File: src/rtl/bht_pkg.sv
// Shared definitions for the branch history table.
//   bht_state_e : clear-engine FSM states (IDLE, CLEAR)
//   sat_next    : one saturating up/down step of a ctr_w-bit counter
//   CTR_W_DEF / IDX_W_DEF : default counter and index widths
package bht_pkg;

  localparam int CTR_W_DEF = 2;
  localparam int IDX_W_DEF = 6;

  typedef enum logic {
    IDLE  = 1'b0,
    CLEAR = 1'b1
  } bht_state_e;

  // Counter is carried in a 32-bit container so one function serves any
  // width; callers truncate the result back to their counter width.
  function automatic logic [31:0] sat_next(input logic [31:0] ctr,
                                           input logic        taken,
                                           input int unsigned ctr_w);
    logic [31:0] max_v;
    max_v = (32'd1 << ctr_w) - 32'd1;
    if (taken) begin
      return (ctr != max_v) ? ctr + 32'd1 : ctr;
    end else begin
      return (ctr != 32'd0) ? ctr - 32'd1 : ctr;
    end
  endfunction

endpackage

File: src/rtl/bht_ctr_next.sv
// Combinational saturating counter step.
//   ctr      : current counter value
//   taken    : branch outcome (1 = count up, 0 = count down)
//   ctr_next : next value, clamped at 0 and 2^CTR_W-1
module bht_ctr_next
  import bht_pkg::*;
#(
  parameter int CTR_W = CTR_W_DEF
) (
  input  logic [CTR_W-1:0] ctr,
  input  logic             taken,
  output logic [CTR_W-1:0] ctr_next
);

  assign ctr_next = CTR_W'(sat_next(32'(ctr), taken, CTR_W));

endmodule

File: src/rtl/bht_sat_table.sv
// Branch history table: 2^IDX_W saturating counters with a registered
// lookup port, an update port with same-cycle forwarding, and a
// sequenced flush engine that rewrites every entry to INIT.
//   Clk, Rst_n        : clock, asynchronous active-low reset
//   lk_valid, lk_idx  : lookup request and index
//   pred_valid        : lookup result valid (one cycle after lk_valid)
//   pred_ctr          : counter value of the looked-up entry
//   pred_taken        : MSB of pred_ctr
//   upd_valid, upd_idx, upd_taken : resolved branch update
//   clr_req           : start a whole-table flush
//   busy              : flush in progress (updates dropped, lookups = INIT)
module bht_sat_table
  import bht_pkg::*;
#(
  parameter int CTR_W = CTR_W_DEF,
  parameter int IDX_W = IDX_W_DEF,
  parameter int INIT  = 1
) (
  input  logic             Clk,
  input  logic             Rst_n,
  input  logic             lk_valid,
  input  logic [IDX_W-1:0] lk_idx,
  output logic             pred_valid,
  output logic [CTR_W-1:0] pred_ctr,
  output logic             pred_taken,
  input  logic             upd_valid,
  input  logic [IDX_W-1:0] upd_idx,
  input  logic             upd_taken,
  input  logic             clr_req,
  output logic             busy
);

  localparam int             DEPTH  = 1 << IDX_W;
  localparam logic [CTR_W-1:0] INIT_V = CTR_W'(INIT);
  localparam logic [IDX_W-1:0] LAST   = IDX_W'(DEPTH - 1);

  logic [CTR_W-1:0] mem [DEPTH];

  bht_state_e       state;
  bht_state_e       state_nxt;
  logic [IDX_W-1:0] ptr;

  logic [CTR_W-1:0] upd_cur;
  logic [CTR_W-1:0] upd_nxt;
  logic [CTR_W-1:0] lk_cur;
  logic [CTR_W-1:0] fwd_nxt;
  logic             upd_en;
  logic             fwd_hit;

  assign upd_cur = mem[upd_idx];
  assign lk_cur  = mem[lk_idx];
  assign upd_en  = upd_valid && (state == IDLE);
  assign fwd_hit = upd_en && lk_valid && (lk_idx == upd_idx);
  assign busy    = (state == CLEAR);

  bht_ctr_next #(.CTR_W(CTR_W)) u_upd_step (
    .ctr      (upd_cur),
    .taken    (upd_taken),
    .ctr_next (upd_nxt)
  );

  // Steps the looked-up entry with the in-flight outcome; only selected
  // when the lookup and update hit the same entry.
  bht_ctr_next #(.CTR_W(CTR_W)) u_fwd_step (
    .ctr      (lk_cur),
    .taken    (upd_taken),
    .ctr_next (fwd_nxt)
  );

  always_comb begin
    state_nxt = state;
    case (state)
      IDLE:    if (clr_req) state_nxt = CLEAR;
      CLEAR:   if (ptr == LAST) state_nxt = IDLE;
      default: state_nxt = IDLE;
    endcase
  end

  always_ff @(posedge Clk or negedge Rst_n) begin
    if (!Rst_n) begin
      state <= IDLE;
      ptr   <= '0;
    end else begin
      state <= state_nxt;
      if (state == CLEAR) begin
        ptr <= ptr + IDX_W'(1);
      end else if (clr_req) begin
        ptr <= '0;
      end
    end
  end

  // Single write port: flush owns it while busy, otherwise the update path.
  always_ff @(posedge Clk or negedge Rst_n) begin
    if (!Rst_n) begin
      for (int i = 0; i < DEPTH; i++) mem[i] <= INIT_V;
    end else if (state == CLEAR) begin
      mem[ptr] <= INIT_V;
    end else if (upd_en) begin
      mem[upd_idx] <= upd_nxt;
    end
  end

  // Lookup result stage
  always_ff @(posedge Clk or negedge Rst_n) begin
    if (!Rst_n) begin
      pred_valid <= 1'b0;
      pred_ctr   <= '0;
    end else begin
      pred_valid <= lk_valid;
      if (lk_valid) begin
        if (state == CLEAR)  pred_ctr <= INIT_V;
        else if (fwd_hit)    pred_ctr <= fwd_nxt;
        else                 pred_ctr <= lk_cur;
      end
    end
  end

  assign pred_taken = pred_ctr[CTR_W-1];

endmodule

File: config.mk
export PLATFORM = sky130hd
export DESIGN_NAME = bht_sat_table
export DESIGN_NICKNAME = d
export VERILOG_FILES = /design/src/rtl/bht_pkg.sv /design/src/rtl/bht_ctr_next.sv /design/src/rtl/bht_sat_table.sv
export SDC_FILE = /design/constraint.sdc
export NUM_CORES = 1
export LEC_CHECK = 0
export CAP_MARGIN = 30
export CELL_PAD_IN_SITES_DETAIL_PLACEMENT = 0
export CELL_PAD_IN_SITES_GLOBAL_PLACEMENT = 1
export CORE_MARGIN = 1
export CORE_UTILIZATION = 50
export DETAILED_ROUTE_END_ITERATION = 10
export GPL_ROUTABILITY_DRIVEN = 0
export PLACE_DENSITY_LB_ADDON = 0.3
export REMOVE_ABC_BUFFERS = 1
export SLEW_MARGIN = 20
export SYNTH_ARGS = -nofsm -noshare
export SYNTH_HDL_FRONTEND = slang
export SYNTH_HIERARCHICAL = 1
export SYNTH_SLANG_ARGS = --single-unit
File: constraint.sdc
create_clock -name Clk -period 7.9 [get_ports Clk]
set_clock_uncertainty 0.15 [all_clocks]
set_input_delay 1.58 -clock Clk [delete_from_list [all_inputs] [get_ports Clk]]
set_output_delay 1.58 -clock Clk [all_outputs]
set_load 0.02 [all_outputs]
==> run_1/ff_map.png <==
The bar under the picture is 50 microns long.
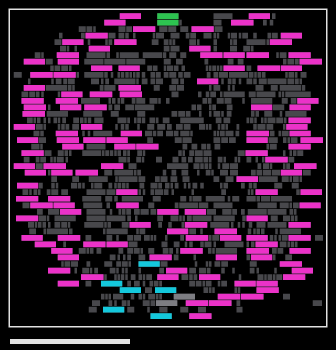
[magenta] mem | sequential cells: 128 | where: all over the die
[green] pred_ctr | sequential cells: 2
[cyan] ptr | sequential cells: 6 | where: bottom middle
sequential share of cell area: 0.378
register area: 3530 sq um

==> run_1/class_map.png <==
The bar under the picture is 50 microns long.
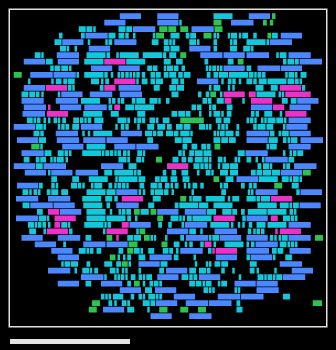
[green] remaining buffers and delay cells | cells: 42 | share of their area: 4.1%
[magenta] clock drivers and dummy loads | cells: 32 | share of their area: 6.3%
[blue] registers | cells: 138 | share of their area: 39%
[cyan] remaining logic cells | cells: 668 | share of their area: 51%
row count: 47
Core Region: 16500 sq um
Finished Cell Area: 9350 sq um
final core utilization: 0.566

==> run_1/clock_wires.png <==
The bar under the picture is 50 microns long.
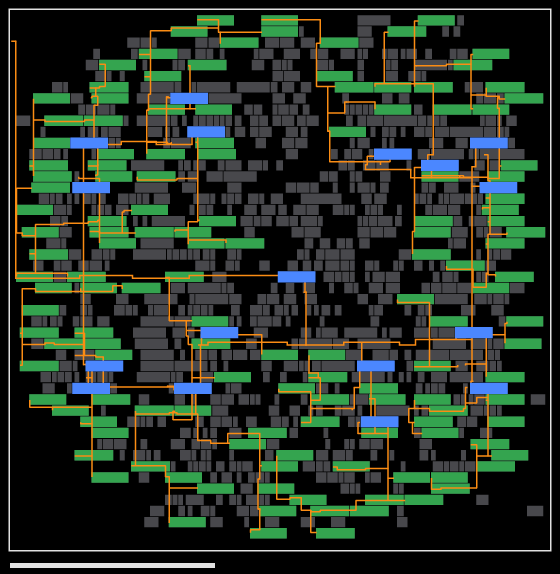
[green] flip-flops | count: 138
[orange] clock wires | length: 1840 microns
[blue] clock-net drivers | count: 17
flops lie: all over the die
Insertion Delay late pin: 430 ps
clock share of power: 0.359
clock group power: 774 uW

==> results.tsv, run 1 <==
stage	metric	value	unit
timing	slew of the pin with the lowest slew margin	1090	ps
clocking	Clk pin slew, worst setup/hold paths	60	ps
detailed_routing	met2 wire length	13100	microns
hold_path	Hold Path Class	flip-flop to flip-flop	
grt	Global Route Usage Sum	0.358	
detailed_routing	Metal-1 WL	11700	microns
clocking	post-CTS sizing	0	
pwr	P_int	1.40	mW
detailed_routing	DR top layer	met4	
timing	Tmin final	5760	ps
pwr	combinational share of power	0.248	
clocking	number of H-tree levels	4	
setup_path	Worst Path Buf+Inv	4	
logic_synthesis	Post-synth seq share	0.420	
logic_synthesis	dominant register cell	dfrtp_1	
detailed_routing	ANT nets after route	0	
pwr	leak pwr	3.91	nW
timing	endpoints failing setup	0	
setup_path	Startpoint Class	input port	
die	boundary pin count	23	
logic_synthesis	Syn Inst Count	867	
run	tool warnings	25	
clocking	CTS tree	done	
pwr	Net Switching	759	uW
outcome	status	completed	
logic_synthesis	yosys synthesis warning count	6	
logic_synthesis	#FFs+latches synth	138	
timing	setup TNS	0	ps
setup_path	Critical Path Sink Type	flip-flop	
timing	RSZ-0062 raised after global routing	no	
die	Chip Area	17400	sq um
clocking	clock sinks	138	
setup_path	worst endpoint data arrival time	5920	ps
logic_synthesis	yosys adder share	0.00684	
layout	fin nets	886	
setup_path	Critical Path RT	8060	ps
logic_synthesis	and+or+nand+nor area frac	0.131	
logic_synthesis	Top non-seq family	AND-OR/OR-AND gates	
setup_path	critical-path cell list	clkdlybuf4s50_1 > inv_1 > a221o_1 > a222oi_1 > o22ai_1 > or4_1 > maj3_2 > buf_16 > inv_1 > a2bb2o_1	
setup_path	worst-path fanout max	29	
[run 1: layer usage]
metal / vias up / global-route usage
li1: 3223 / -
met1: 3836 / 0.486
met2: 588 / 0.524
met3: 130 / 0.0891
met4: 0 / 0.202
met5: - / 0
[run 1: final timing paths]
check                           start  endpoint  cells after the start
min                           mem[80]   mem[80]                      2
max in group asynchronous       Rst_n  mem[103]                      2
max reg2reg                   mem[28]   mem[43]                     10
max                        upd_idx[1]   mem[43]                     10
min in group asynchronous       Rst_n   mem[13]                      1
min reg2reg                   mem[80]   mem[80]                      2
[run 1: synthesized netlist by cell type (3+ instances only)]
cell type / number
mux2i_1: 18
dfstp_2: 64
a22oi_1: 54
a221o_1: 5
buf_4: 4
xor2_1: 4
mux4_2: 38
buf_2: 13
nand2b_1: 5
nor2b_1: 9
a31oi_1: 5
nor3b_1: 5
inv_1: 58
nand4_1: 3
maj3_2: 4
nand2_1: 76
xnor2_1: 5
a22o_1: 46
nand3_1: 19
buf_6: 4
o22a_1: 5
buf_1: 6
a211oi_1: 6
or2_2: 4
and3_1: 3
nor3_1: 14
nor2_1: 85
a21oi_1: 80
and3b_1: 3
o21ai_0: 30
clkbuf_1: 34
mux2_2: 15
and2_1: 12
o22ai_1: 14
dfrtp_1: 74
a221oi_1: 16
[run 1: power by group through the flow]
stage	sequential [mW]	clock (mW)	combinational, mW
global route	0.857	0.805	0.560
global placement	0.855	0	0.493
detailed placement	0.858	0	0.512
CTS	0.847	0.778	0.515
floorplan	0.831	0	0.270
finish	0.851	0.774	0.535
[run 1: area by class of cell]
class / instances / area (sq um)
fillers: 1409 / 7170
multi-input cells: 609 / 4370
flip-flops and latches: 138 / 3530
clock buffers: 24 / 482
repair buffers: 42 / 375
well taps: 220 / 275
inverters: 59 / 221
clock inverters: 8 / 88.8
diodes: 1 / 2.50
[run 1: per-stage QoR]
| stage | hold slack [ps] | cells | setup WS [ps] | area [sq um] | power [mW] |
|---|---|---|---|---|---|
| floorplan | 294 | 806 | 3510 | 8120 | 1.10 |
| global placement | 310 | 1066 | 1870 | 8740 | 1.35 |
| detailed placement | 325 | 1068 | 1870 | 8780 | 1.37 |
| CTS | 338 | 1100 | 2300 | 9350 | 2.14 |
| global route | 348 | 1100 | 2040 | 9350 | 2.22 |
| finish | 337 | 1101 | 2140 | 9350 | 2.16 |
[run 1: kinds of logic (layout without fill, tap and decap cells)]
family	Yosys count	after routing
AND-OR/OR-AND	280	280
XOR/XNOR	9	9
adder cells (fa/ha/maj)	5	5
buffers and inverters	120	133
flip-flops	138	138
multiplexers	71	71
other	0	1
AND/OR/NAND/NOR	244	244
[run 1: layout by cell type (no fill, tap or decap), drive strengths merged, types with 31 or more instances in the layout]
| cell type | instances |
|---|---|
| a22o | 46 |
| a21oi | 81 |
| inv | 58 |
| o21ai | 31 |
| dfrtp | 74 |
| mux4 | 38 |
| a22oi | 54 |
| nand2 | 76 |
| nor2 | 85 |
| dfstp | 64 |
[run 1: state kept, by name (all words and copies together), names as in the netlist]
| register | count |
|---|---|
| pred_valid | 1 |
| ptr | 6 |
| mem | 128 |
| pred_ctr | 2 |
| busy | 1 |
## Run 2: what changed since run 1
CORE_UTILIZATION = 45   (was 50)
clock period = 4.75 ns   (was 7.9 ns; I/O delays follow)
==> run_2/congestion_map.png <==
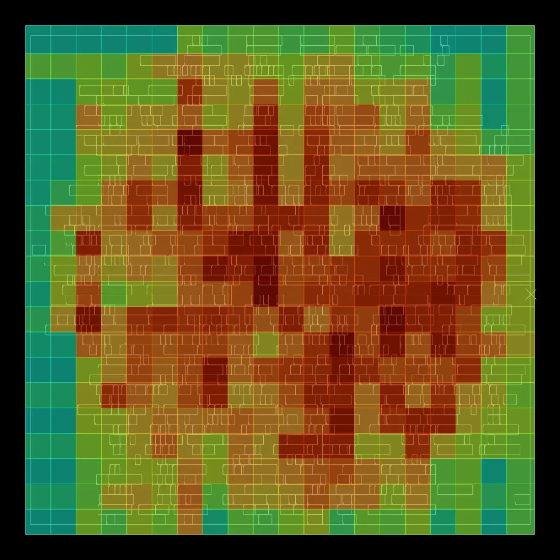
met3 Track Usage GR: 0.0805
final core utilization: 0.528
GRT Max-Usage Layer: met2
met2 usage in global routing: 0.497

==> run_2/ff_map.png <==
The bar under the picture is 50 microns long.
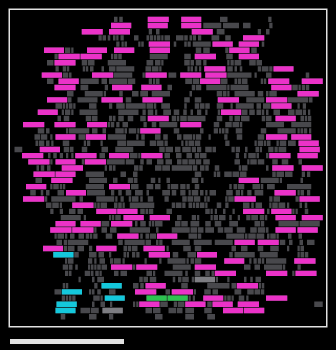
[cyan] ptr | sequential cells: 6 | where: bottom left
[magenta] mem | sequential cells: 128 | where: all over the die
[green] pred_ctr | sequential cells: 2
sequential share of cell area: 0.369
seq pwr: 1.43 mW

==> run 2 against run 1 <==
  * The flow now finishes with violations (DRC)
  * Cell area up 2.5%
  * Global-route usage down 2.8 points
  * Routed wire length up 2.8%
  * Combinational power up 71%
  * Sequential power up 68%
  * Critical path type unchanged
  * Largest cell class unchanged
==> results.tsv, run 2 <==
stage	metric	value	unit	change
layout	Largest register FFs	128		unchanged
detailed_routing	DR top layer	met4		
detailed_routing	Metal-1 WL	12100	microns	+3.4%
logic_synthesis	Post-synth seq share	0.420		unchanged
clocking	post-CTS sizing	0		unchanged
die	row count	49		+4.3%
setup_path	Critical Path RT	4910	ps	-3150 ps
hold_path	Hold Path Class	input port to asynchronous set/reset pin		
logic_synthesis	and+or+nand+nor area frac	0.131		unchanged
layout	top flop regs	mem (128), ptr (6), pred_ctr (2)		
outcome	status	finished, violations left		
detailed_routing	residual DRC count	1		
detailed_routing	met2 wire length	13800	microns	+5.8%
clocking	Insertion Delay late pin	440	ps	about the same
setup_path	Startpoint Class	input port		
layout	fin nets	908		+2.5%
logic_synthesis	Synth top cell by count	nor2_1		
timing	RSZ-0062 raised after global routing	no		
outcome	failing checks	DRC		
logic_synthesis	Syn Inst Count	867		unchanged
clocking	clock sinks	138		unchanged
logic_synthesis	Commonest cells post-synth	85 x nor2_1, 80 x a21oi_1, 76 x nand2_1, 74 x dfrtp_1, 64 x dfstp_2		
grt	Global Route Usage Sum	0.330		-0.0276
timing	Tmin final	4270	ps	
clocking	number of H-tree levels	4		unchanged
layout	most frequent cells in the layout	85 x nor2_1, 80 x a21oi_1, 76 x nand2_1, 74 x dfrtp_1, 64 x dfstp_2		
clocking	Clk pin slew, worst setup/hold paths	60	ps	about the same
detailed_routing	ANT nets after route	0		unchanged
pwr	leak pwr	4.06	nW	+3.7%
run	tool warnings	25		unchanged
logic_synthesis	Top non-seq family	AND-OR/OR-AND gates		
timing	endpoints failing setup	0		unchanged
logic_synthesis	#FFs+latches synth	138		unchanged
logic_synthesis	yosys synthesis warning count	6		unchanged
==> run_2/gates.png <==
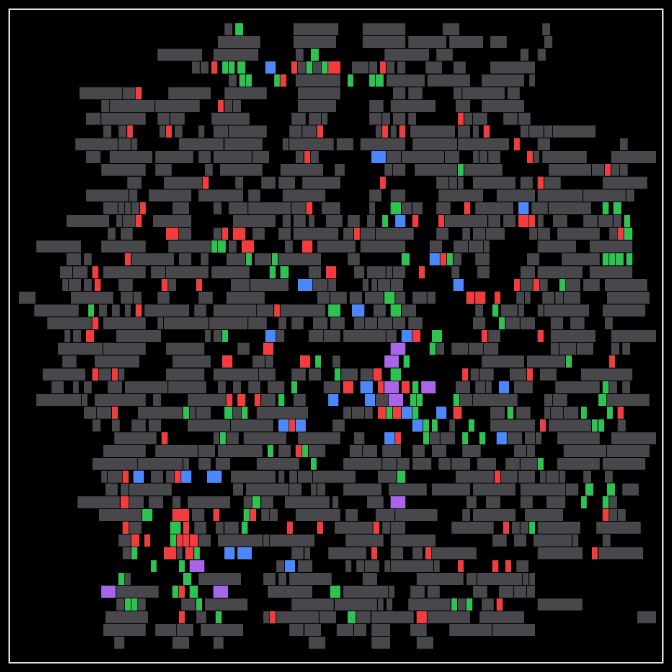
[red] nor cells | cells: 113 | most used: nor2_1 | where: all over the die
[blue] and/or cells | cells: 27 | most used: and2_1
[green] nand cells | cells: 104 | most used: nand2_1 | where: all over the die
[purple] xor and xnor cells | cells: 9 | most used: xnor2_1
Post-Layout Cell Count: 1131
multi-input combinational area share: 0.456
most numerous logic cell after layout: nor2_1

run 2: cell counts after synthesis:
Identical to the previous run, type by type.
run 2: path summary, 6_finish.rpt:
| path | from | endpoint | slack, ps | cells after the start |
|---|---|---|---|---|
| max | upd_idx[0] | mem[59] | 480 | 10 |
| min in group Clk | mem[102] | mem[102] | 330 | 2 |
| min reg2reg | mem[102] | mem[102] | 330 | 2 |
| max reg2reg | mem[0] | mem[59] | 1570 | 8 |
| max in group asynchronous | Rst_n | mem[104] | 3470 | 2 |
| min | Rst_n | mem[5] | 260 | 1 |
run 2: worst max-delay path, cell delays in order:
cell and delay (ps):
buf_2 500, nor2_1 340, a221o_1 420, a222oi_1 550, o22ai_1 150, or4_1 550
maj3_2 340, inv_1 280, buf_4 230, o21ai_0 110
run 2: cell families after synthesis:
group           count (synthesis)
mux                            71
xor+xnor                        9
simple gates                  244
fa+ha+maj                       5
flops                         138
compound gates                280
buf+inv                       120
run 2: report_power, final:
group	internal (mW)	switching (mW)	total (mW)
Combinational	0.299	0.618	0.917
Clock	0.881	0.552	1.43
Sequential	1.28	0.144	1.43
run 2: cell type report:
| type | instances | area [sq um] |
|---|---|---|
| clock inverter | 14 | 195 |
| tap | 229 | 287 |
| timing repair buffer | 64 | 547 |
| inverter | 59 | 221 |
| multi-input combinational | 609 | 4370 |
| sequential | 138 | 3530 |
| fill | 1621 | 8560 |
| clock buffer | 18 | 429 |
run 2: routing by layer:
metal / track usage / vias up
met5: 0 / -
met4: 0.168 / 0
met3: 0.0805 / 115
met2: 0.497 / 522
met1: 0.445 / 3847
li1: - / 3262
run 2: stage by stage:
stage	cells	hold slack (ps)	area [sq um]	power, mW	setup slack, ps
2_1_floorplan	806	294	8120	1.83	993
3_3_place_gp	1096	310	8920	2.29	169
3_5_place_dp	1097	317	8930	2.32	165
4_1_cts	1129	329	9550	3.74	606
5_1_grt	1131	260	9590	3.89	350
6_report	1131	259	9590	3.78	478
## Run 3: what changed since run 2
CTS_CLUSTER_SIZE = 40   (was unset)
clock period = 3.6 ns   (was 4.75 ns; I/O delays follow)
==> run_3/gates.png <==
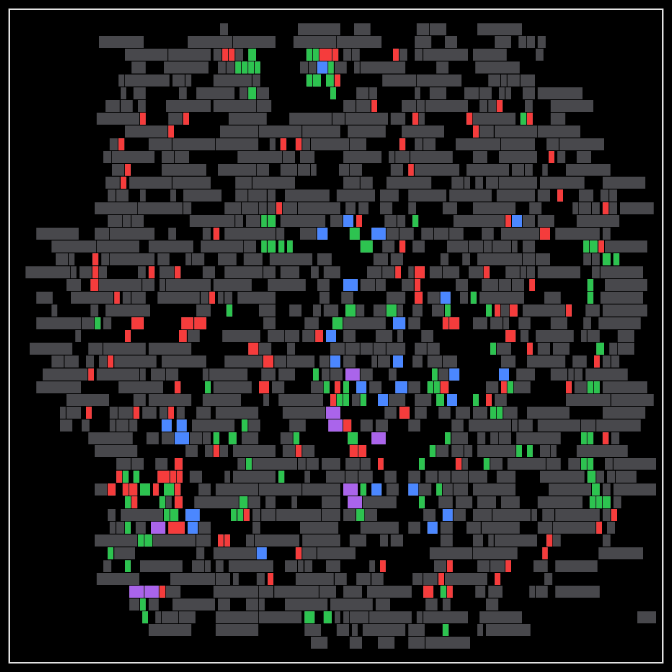
[purple] xor and xnor cells | cells: 9 | most used: xnor2_1
[blue] and/or cells | cells: 27 | most used: and2_1
[red] nor cells | cells: 113 | most used: nor2_1 | where: all over the die
[green] nand cells | cells: 104 | most used: nand2_1 | where: all over the die
most numerous logic cell after layout: buf_4
multi-input combinational area share: 0.436
Post-Layout Cell Count: 1188

==> run_3/clock_wires.png <==
The bar under the picture is 50 microns long.
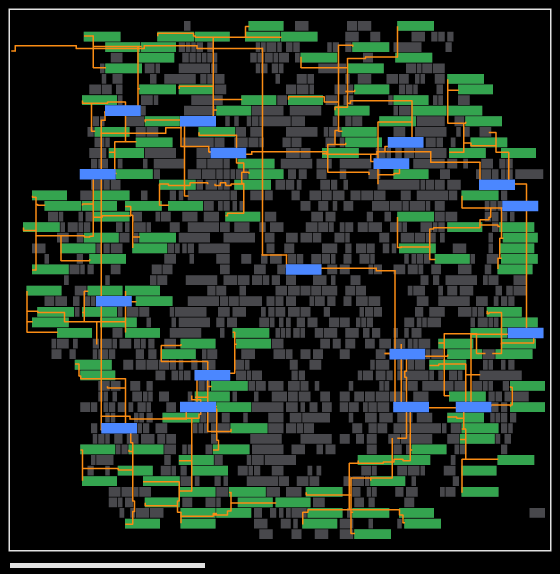
[green] flip-flops | count: 138
[orange] clock wires | length: 1950 microns
[blue] clock-net drivers | count: 17
routed clock nets: 18
clock group power: 1.84 mW
Insertion Delay late pin: 460 ps

==> run 3 against run 2 <==
  * Critical endpoint is now mem[113]
  * Global-route usage increased by 0.64 points
  * Cell area increased by 4.9%
  * Routed wire length increased by 2.1%
  * Flip-flop count unchanged
  * Highest routed layer unchanged
  * Area after synthesis unchanged
  * Combinational power increased by about 40%
  * Clock-buffer cell count increased by 1
  * The run still ends with DRC left
==> results.tsv, run 3 <==
stage	metric	value	unit	change
setup_path	critical-path cell list	buf_2 > buf_4 > nor2b_1 > a22o_1 > a222oi_1 > o22ai_1 > or4_1 > maj3_2 > inv_1 > buf_4 > o22ai_1		
clocking	Clk pin slew, worst setup/hold paths	70	ps	about the same
placement	Place WS	-344	ps	-510 ps
pwr	leak pwr	4.35	nW	+7.3%
setup_path	flop2flop setup slack	580	ps	-990 ps
pwr	Power, Total	4.99	mW	+32%
logic_synthesis	Post-synth seq share	0.420		unchanged
setup_path	CP max stage delay	550	ps	about the same
timing	endpoints failing setup	0		unchanged
logic_synthesis	#FFs+latches synth	138		unchanged
timing	Final WS setup	251	ps	-228 ps
detailed_routing	ANT nets after route	0		unchanged
logic_synthesis	and+or+nand+nor area frac	0.131		unchanged
hold_path	Hold Path Class	input port to asynchronous set/reset pin		
logic_synthesis	YS chip area	8410	sq um	
layout	Largest register FFs	128		unchanged
layout	share of layout cells above drive strength 1	0.277		
setup_path	Critical Path RT	3760	ps	-1150 ps
setup_path	Worst Path Buf+Inv	4		+1
clocking	number of H-tree levels	4		unchanged
layout	top flop regs	mem (128), ptr (6), pred_ctr (2)		
clocking	clock sinks	138		unchanged
setup_path	Top Family by Delay on Critical Path	AND-OR/OR-AND gates		
die	die y size	139	microns	
layout	comb. cell area	4390	sq um	+0.29%
outcome	failing checks	DRC		
die	boundary pin count	23		
placement	Placed Cells	1156		+5.4%
timing	Tmin final	3350	ps	
layout	most frequent cells in the layout	93 x buf_4, 85 x nor2_1, 80 x a21oi_1, 76 x nand2_1, 74 x dfrtp_1		
setup_path	Startpoint Class	input port		
detailed_routing	Initial DRT Pass Iterations	8		
logic_synthesis	yosys synthesis warning count	6		unchanged
layout	register area	3530	sq um	unchanged
die	row count	49		unchanged
timing	final hold violations	0		
grt	Global Route Usage Sum	0.336		+0.00635
logic_synthesis	Synth top cell by count	nor2_1		
detailed_routing	residual DRC count	3		+2
outcome	status	finished, violations left		
logic_synthesis	Commonest cells post-synth	85 x nor2_1, 80 x a21oi_1, 76 x nand2_1, 74 x dfrtp_1, 64 x dfstp_2		
==> run_3/class_map.png <==
The bar under the picture is 50 microns long.
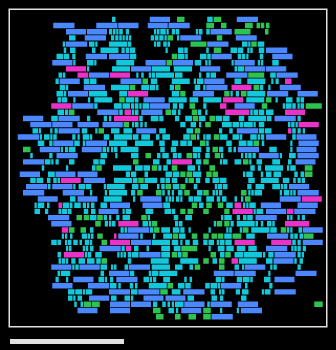
[cyan] remaining logic cells | cells: 668 | share of their area: 47%
[green] remaining buffers and delay cells | cells: 121 | share of their area: 10%
[blue] registers | cells: 138 | share of their area: 36%
[magenta] clock drivers and dummy loads | cells: 32 | share of their area: 6.3%
sequential share of cell area: 0.351
final core utilization: 0.554

run 3: netlist changes by cell type in the layout (fill, tap and decap cells not counted), sizes merged:
cell / change
clkdlybuf4s50: -1
bufinv: -1
clkbuf: +1
buf: +57
dlymetal6s2s: +1
run 3: repair_timing:
action / CTS / global route
setup endpoints to repair: 0 / 57
resized: 0 / 4
endpoints found under the hold margin: 0 / 0
run 3: per-stage QoR:
| stage | util | TNS (ps) | hold WS, ps | cell area [sq um] |
|---|---|---|---|---|
| after floorplan | - | 0 | 274 | 8120 |
| after detailed placement | 0.519 | -34580 | 318 | 9420 |
| after CTS | 0.553 | 0 | 138 | 10000 |
| after global routing | 0.554 | 0 | 164 | 10100 |
| final | 0.554 | 0 | 128 | 10100 |
| after global placement | 0.519 | -20610 | 318 | 9420 |
run 3: kinds of logic (layout without fill, tap and decap cells):
logic type,after synthesis,after routing
compound gates,280,280
simple gates,244,244
flops,138,138
buf+inv,120,212
mux,71,71
xor+xnor,9,9
fa+ha+maj,5,5
run 3: final timing paths:
| check | startpoint | to | cells after the start |
|---|---|---|---|
| max | upd_idx[0] | mem[113] | 11 |
| min | Rst_n | pred_ctr[0] | 1 |
| min in group Clk | mem[60] | mem[60] | 2 |
| max in group asynchronous | Rst_n | mem[22] | 2 |
| min reg2reg | mem[60] | mem[60] | 2 |
| max reg2reg | mem[20] | mem[113] | 10 |
run 3: power breakdown:
part	switching, mW	internal (mW)
clock network	0.726	1.11
registers	0.183	1.69
logic	0.831	0.445
run 3: routing by layer:
metal | share of wire | vias up | track usage
li1 | - | 3390 | -
met1 | 0.39 | 3952 | 0.431
met2 | 0.44 | 531 | 0.500
met3 | 0.11 | 128 | 0.102
met4 | 0.057 | 0 | 0.212
met5 | 0 | - | 0
run 3: final cells by class:
| class | instances | share of cell area |
|---|---|---|
| clock buffers | 19 | 0.0441 |
| multi-input cells | 609 | 0.436 |
| inverters | 59 | 0.0220 |
| clock inverters | 13 | 0.0168 |
| repair buffers | 121 | 0.101 |
| well taps | 229 | 0.0285 |
| flip-flops and latches | 138 | 0.351 |
Power figures rest on the tool's default switching activity, not on a simulated workload.
